==> config.mk <==
export PLATFORM = sky130hd
export DESIGN_NAME = mem_arbiter
export DESIGN_NICKNAME = d
export VERILOG_FILES = /design/src/rtl/mem_arbiter_pkg.sv /design/src/rtl/mem_arbiter_arb_pick.sv /design/src/rtl/mem_arbiter.sv
export SDC_FILE = /design/constraint.sdc
export NUM_CORES = 1
export LEC_CHECK = 0
export ABC_AREA = 1
export CAP_MARGIN = 20
export CORE_ASPECT_RATIO = 0.6
export CORE_UTILIZATION = 37
export DETAILED_ROUTE_END_ITERATION = 6
export PLACE_DENSITY_LB_ADDON = 0.3
export SYNTH_ARGS = -nofsm -noshare
export SYNTH_HDL_FRONTEND = slang
export SYNTH_SLANG_ARGS = --single-unit
==> constraint.sdc <==
create_clock -name clock -period 1.3 [get_ports clock]
set_input_delay 0.39 -clock clock [delete_from_list [all_inputs] [get_ports clock]]
set_output_delay 0.39 -clock clock [all_outputs]
set_load 0.02 [all_outputs]
==> src/rtl/mem_arbiter_pkg.sv <==
// Shared types and defaults for the two-requester memory arbiter.
// Optional feature macro: ARB_ROUND_ROBIN_EN (round-robin tie break).
package mem_arbiter_pkg;

  localparam int BLK_ADDR_W_DEF = 6;
  localparam int BLK_DATA_W_DEF = 32;

  // Arbiter FSM states
  typedef enum logic [1:0] {
    IDLE     = 2'd0,
    ACCESS_D = 2'd1,
    ACCESS_I = 2'd2
  } arb_state_e;

  // Requester identity (data cache / instruction cache)
  typedef enum logic {
    REQ_D = 1'b0,
    REQ_I = 1'b1
  } req_id_e;

endpackage

==> src/rtl/mem_arbiter_arb_pick.sv <==
// Grant selection between the data-cache and instruction-cache requests.
// Optional feature macro: ARB_ROUND_ROBIN_EN. When defined, a tie goes to the
// requester that was not granted most recently; otherwise dcache always wins.
module arb_pick
  import mem_arbiter_pkg::*;
(
  input  logic    d_req,
  input  logic    i_req,
  input  req_id_e last_grant,
  output req_id_e grant,
  output logic    valid
);

`ifndef ARB_ROUND_ROBIN_EN
  // Fixed priority ignores the history input; keep it visibly consumed.
  logic unused_last_grant;
  assign unused_last_grant = (last_grant == REQ_I);
`endif

  // Pick a single requester; dcache is the default on a tie
  always_comb begin
    valid = d_req | i_req;
    grant = REQ_D;
    if (d_req && i_req) begin
`ifdef ARB_ROUND_ROBIN_EN
      grant = (last_grant == REQ_D) ? REQ_I : REQ_D;
`else
      grant = REQ_D;
`endif
    end else if (i_req) begin
      grant = REQ_I;
    end
  end

endmodule

==> src/rtl/mem_arbiter.sv <==
// Two-requester memory arbiter: a data cache (read/write) and an instruction
// cache (read-only) share one memory port. One access at a time; each
// completed access produces a one-cycle ack that masks the finished
// requester for that cycle, so a waiting requester is granted immediately.
// Optional feature macro: ARB_ROUND_ROBIN_EN (adds a last-grant register and
// round-robin tie breaking).
module mem_arbiter
  import mem_arbiter_pkg::*;
#(
  parameter int BLK_ADDR_W = BLK_ADDR_W_DEF,
  parameter int BLK_DATA_W = BLK_DATA_W_DEF
) (
  input  logic                  clock,
  input  logic                  reset,
  // data cache
  input  logic                  d_read,
  input  logic                  d_write,
  input  logic [BLK_ADDR_W-1:0] d_address,
  input  logic [BLK_DATA_W-1:0] d_writedata,
  output logic [BLK_DATA_W-1:0] d_readdata,
  output logic                  d_busywait,
  // instruction cache
  input  logic                  i_read,
  input  logic [BLK_ADDR_W-1:0] i_address,
  output logic [BLK_DATA_W-1:0] i_readdata,
  output logic                  i_busywait,
  // memory
  output logic                  mem_read,
  output logic                  mem_write,
  output logic [BLK_ADDR_W-1:0] mem_address,
  output logic [BLK_DATA_W-1:0] mem_writedata,
  input  logic [BLK_DATA_W-1:0] mem_readdata,
  input  logic                  mem_busywait
);

  arb_state_e            state_q, state_d;
  logic                  entry_q, entry_d;   // high during the first cycle of an access
  logic                  mem_read_q, mem_read_d;
  logic                  mem_write_q, mem_write_d;
  logic [BLK_ADDR_W-1:0] mem_address_q, mem_address_d;
  logic [BLK_DATA_W-1:0] mem_writedata_q, mem_writedata_d;
  logic [BLK_DATA_W-1:0] d_readdata_q, d_readdata_d;
  logic [BLK_DATA_W-1:0] i_readdata_q, i_readdata_d;
  logic                  d_ack_q, d_ack_d;
  logic                  i_ack_q, i_ack_d;

  logic                  d_req, i_req;
  logic                  pick_valid;
  req_id_e               pick_grant;
  req_id_e               last_grant;

  // A requester being acked this cycle is not a new request
  assign d_req = (d_read | d_write) & ~d_ack_q;
  assign i_req = i_read & ~i_ack_q;

`ifdef ARB_ROUND_ROBIN_EN
  req_id_e last_grant_q, last_grant_d;
  assign last_grant = last_grant_q;
`else
  assign last_grant = REQ_I;
`endif

  arb_pick u_pick (
    .d_req      (d_req),
    .i_req      (i_req),
    .last_grant (last_grant),
    .grant      (pick_grant),
    .valid      (pick_valid)
  );

  // Next-state and datapath: grant in IDLE, wait out the memory, then ack
  always_comb begin
    state_d         = state_q;
    entry_d         = 1'b0;
    mem_read_d      = mem_read_q;
    mem_write_d     = mem_write_q;
    mem_address_d   = mem_address_q;
    mem_writedata_d = mem_writedata_q;
    d_readdata_d    = d_readdata_q;
    i_readdata_d    = i_readdata_q;
    d_ack_d         = 1'b0;
    i_ack_d         = 1'b0;
`ifdef ARB_ROUND_ROBIN_EN
    last_grant_d    = last_grant_q;
`endif

    case (state_q)
      IDLE: begin
        if (pick_valid) begin
          entry_d = 1'b1;
`ifdef ARB_ROUND_ROBIN_EN
          last_grant_d = pick_grant;
`endif
          if (pick_grant == REQ_D) begin
            state_d         = ACCESS_D;
            // write wins when both strobes are raised together
            mem_write_d     = d_write;
            mem_read_d      = ~d_write;
            mem_address_d   = d_address;
            mem_writedata_d = d_writedata;
          end else begin
            state_d       = ACCESS_I;
            mem_read_d    = 1'b1;
            mem_write_d   = 1'b0;
            mem_address_d = i_address;
          end
        end
      end
      ACCESS_D, ACCESS_I: begin
        // The memory cannot have reacted during the entry cycle, so its
        // busywait is only trusted from the second cycle on.
        if (!entry_q && !mem_busywait) begin
          state_d     = IDLE;
          mem_read_d  = 1'b0;
          mem_write_d = 1'b0;
          if (state_q == ACCESS_D) begin
            d_ack_d = 1'b1;
            if (mem_read_q) begin
              d_readdata_d = mem_readdata;
            end
          end else begin
            i_ack_d      = 1'b1;
            i_readdata_d = mem_readdata;
          end
        end
      end
      default: begin
        state_d     = IDLE;
        mem_read_d  = 1'b0;
        mem_write_d = 1'b0;
      end
    endcase
  end

  // State and datapath registers
  always_ff @(posedge clock) begin
    if (reset) begin
      state_q         <= IDLE;
      entry_q         <= 1'b0;
      mem_read_q      <= 1'b0;
      mem_write_q     <= 1'b0;
      mem_address_q   <= '0;
      mem_writedata_q <= '0;
      d_readdata_q    <= '0;
      i_readdata_q    <= '0;
      d_ack_q         <= 1'b0;
      i_ack_q         <= 1'b0;
    end else begin
      state_q         <= state_d;
      entry_q         <= entry_d;
      mem_read_q      <= mem_read_d;
      mem_write_q     <= mem_write_d;
      mem_address_q   <= mem_address_d;
      mem_writedata_q <= mem_writedata_d;
      d_readdata_q    <= d_readdata_d;
      i_readdata_q    <= i_readdata_d;
      d_ack_q         <= d_ack_d;
      i_ack_q         <= i_ack_d;
    end
  end

`ifdef ARB_ROUND_ROBIN_EN
  // Remember who was granted last; reset favours dcache on the first tie
  always_ff @(posedge clock) begin
    if (reset) begin
      last_grant_q <= REQ_I;
    end else begin
      last_grant_q <= last_grant_d;
    end
  end
`endif

  assign mem_read      = mem_read_q;
  assign mem_write     = mem_write_q;
  assign mem_address   = mem_address_q;
  assign mem_writedata = mem_writedata_q;
  assign d_readdata    = d_readdata_q;
  assign i_readdata    = i_readdata_q;
  assign d_busywait    = d_req;
  assign i_busywait    = i_req;

endmodule

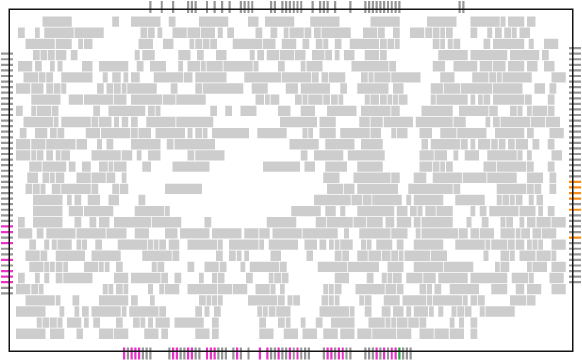
**Above:** ports around the boundary.
Pins as bars across the die edge, other pins in grey.
green -> d_busywait  # pins 1, direction output, edge bottom
orange -> mem_address  # pins 6, direction output, edge right
magenta -> d_writedata  # pins 32, direction input, edge 25 bottom, 7 left
all pins by edge = 61 bottom, 44 left, 43 right, 40 top
Die X: 137 µm
die height: 83.1 µm
IO Port Bufs: 187

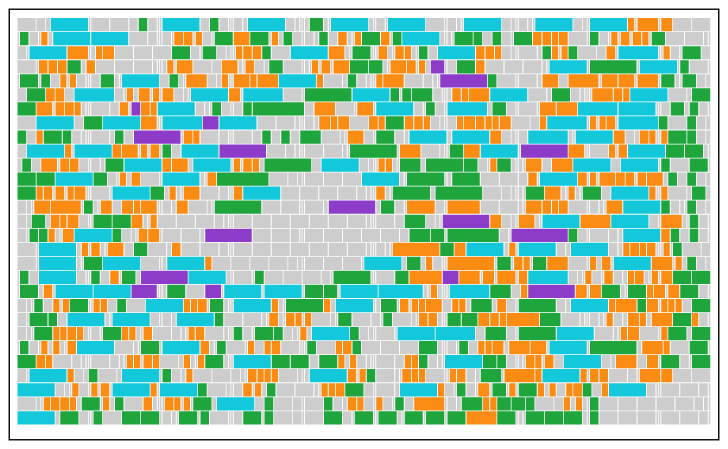
**Above:** cells coloured by class.
Fill, decap, tap and diode cells in grey.
orange -> combinational and other logic  # cells 374
purple -> clock drivers and dummy loads  # cells 16
green -> other buffers and delay cells  # cells 229
cyan -> flops  # cells 109
Core Box Area: 10,600 µm²
Final Cell Area: 6840 µm²
Seq/total area: 32.2%
Rows: 29

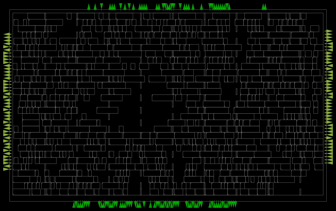
**Above:** cell outlines without signal wires.
Tapcells: 139
Non-Filler Instances: 867
registers: 109
Finished Core Util: 64.5%
Filler cells: 889

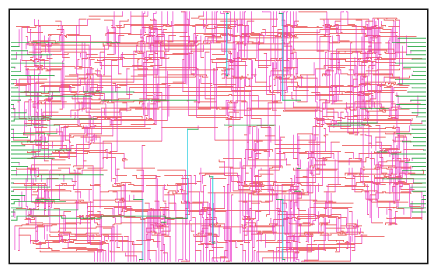
**Above:** wiring by layer.
red -> metal 1  # wire length 6,090 µm
cyan -> metal 4  # wire length 139 µm
magenta -> metal 2  # wire length 6,180 µm
green -> metal 3  # wire length 866 µm
wire length per cell: 15.3 µm
GR Util All Layers: 20.9%

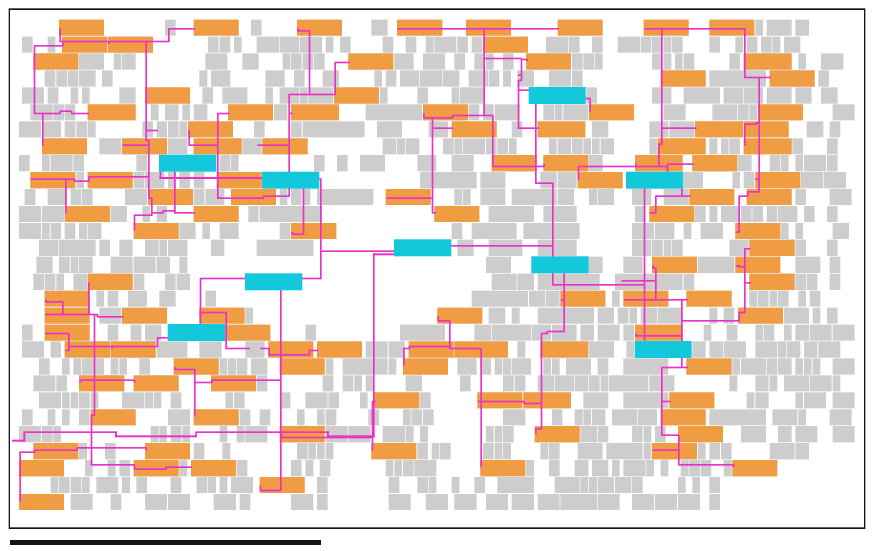
**Above:** clock network drawn from the DEF.
Scale bar: 50 µm.
cyan -> clock drivers  # count 9
orange -> flip-flops  # count 109
magenta -> clock wires  # length 1,210 µm
flops lie = widely spread
Worst-Skew Late Latency: 0.34 ns
clock share of power: 31.0%
Setup Skew: 0.00926 ns
Clk. pwr: 2.78 mW

==> metrics.cfg <==
[synth]
edf_count = 0
yosysUniqueCellTypes = 24
area_leaders = dfxtp_1 (54%), nor2_1 (14%), o21ai_0 (9.3%)
ys_seq_elements = 109
avgSynthCellArea_um2 = 7.87
ys_sh_xor_pct = 0
yosysTopAreaCell = dfxtp_1
ys_area_um2 = 4050
synth_nets = 600
mux_area_share_pct = 0
synthesis.area_um2 = 4050
netlist_instances = 515

[drt]
highest_layer = met4
met3_length_um = 866
dr.pass1.iters = 4
wl_met1_mm = 6.09
routed_wl_mm = 13.3
antenna_left = 0

[cts]
cts_hold_buf = 0
clkTransAtPathRegs_ns = 0.07
cts_sinks = 109
cts_buffer_depth = 2
clock-root-buffer = clkbuf_16

[critical_path]
slowest_stage = dfxtp_2
cp_num_buf_inv = 2
crit_fanout = 16
worstPathArrival_ns = 1.61
endpoint_kind = flop
crit_family = flip-flops
crit_required_ns = 1.53

[power_and_ir_drop]
pg_comb_mw = 2.37
comb_power_share_pct = 26.4
power.density_nw_per_um2 = 1310
power.internal_mw = 6.24
netSwitchingFraction_pct = 30.4

[die]
ioPinCount = 188
fp_util_pct = 38.3
dieArea_um2 = 11400

[flow_run]
warning_count = 30

[global_route]
top_usage_layer = met2
grt.met1_usage_pct = 26.4
grtUsageMet2_pct = 33.8
grt_max_degree = 65

[min_path]
hold_start = i_readdata[8]
hold-path-cell-count = 2
min_to = i_readdata[8]

[timing]
finalSetupViolations = 57
holdWs_ns = 0.443
fin_ws_ns = -0.0846
slew_headroom_pct = 82.4
rsz0062_at_grt = yes
slew_violations = 0

[finish]
nonClkBufAreaFrac_pct = 29.6
drive_gt1_share_pct = 39.4
seq_area_um2 = 2200
nNetsFinal = 808
antenna_cells = 0
buffers = 229
clk_share_pct = 4.50
lay_top_cells = nor2_1 (112), dfxtp_1 (96), buf_2 (84)
comb_area_share_pct = 28.1
largest_class = sequential cells

[outcome]
status = finished with violations
violations = setup timing

[place]
place_congestion = 0.804
placed_area_um2 = 6170
place_inst = 835

No activity file was given, so power comes from the tool's default toggle rates.
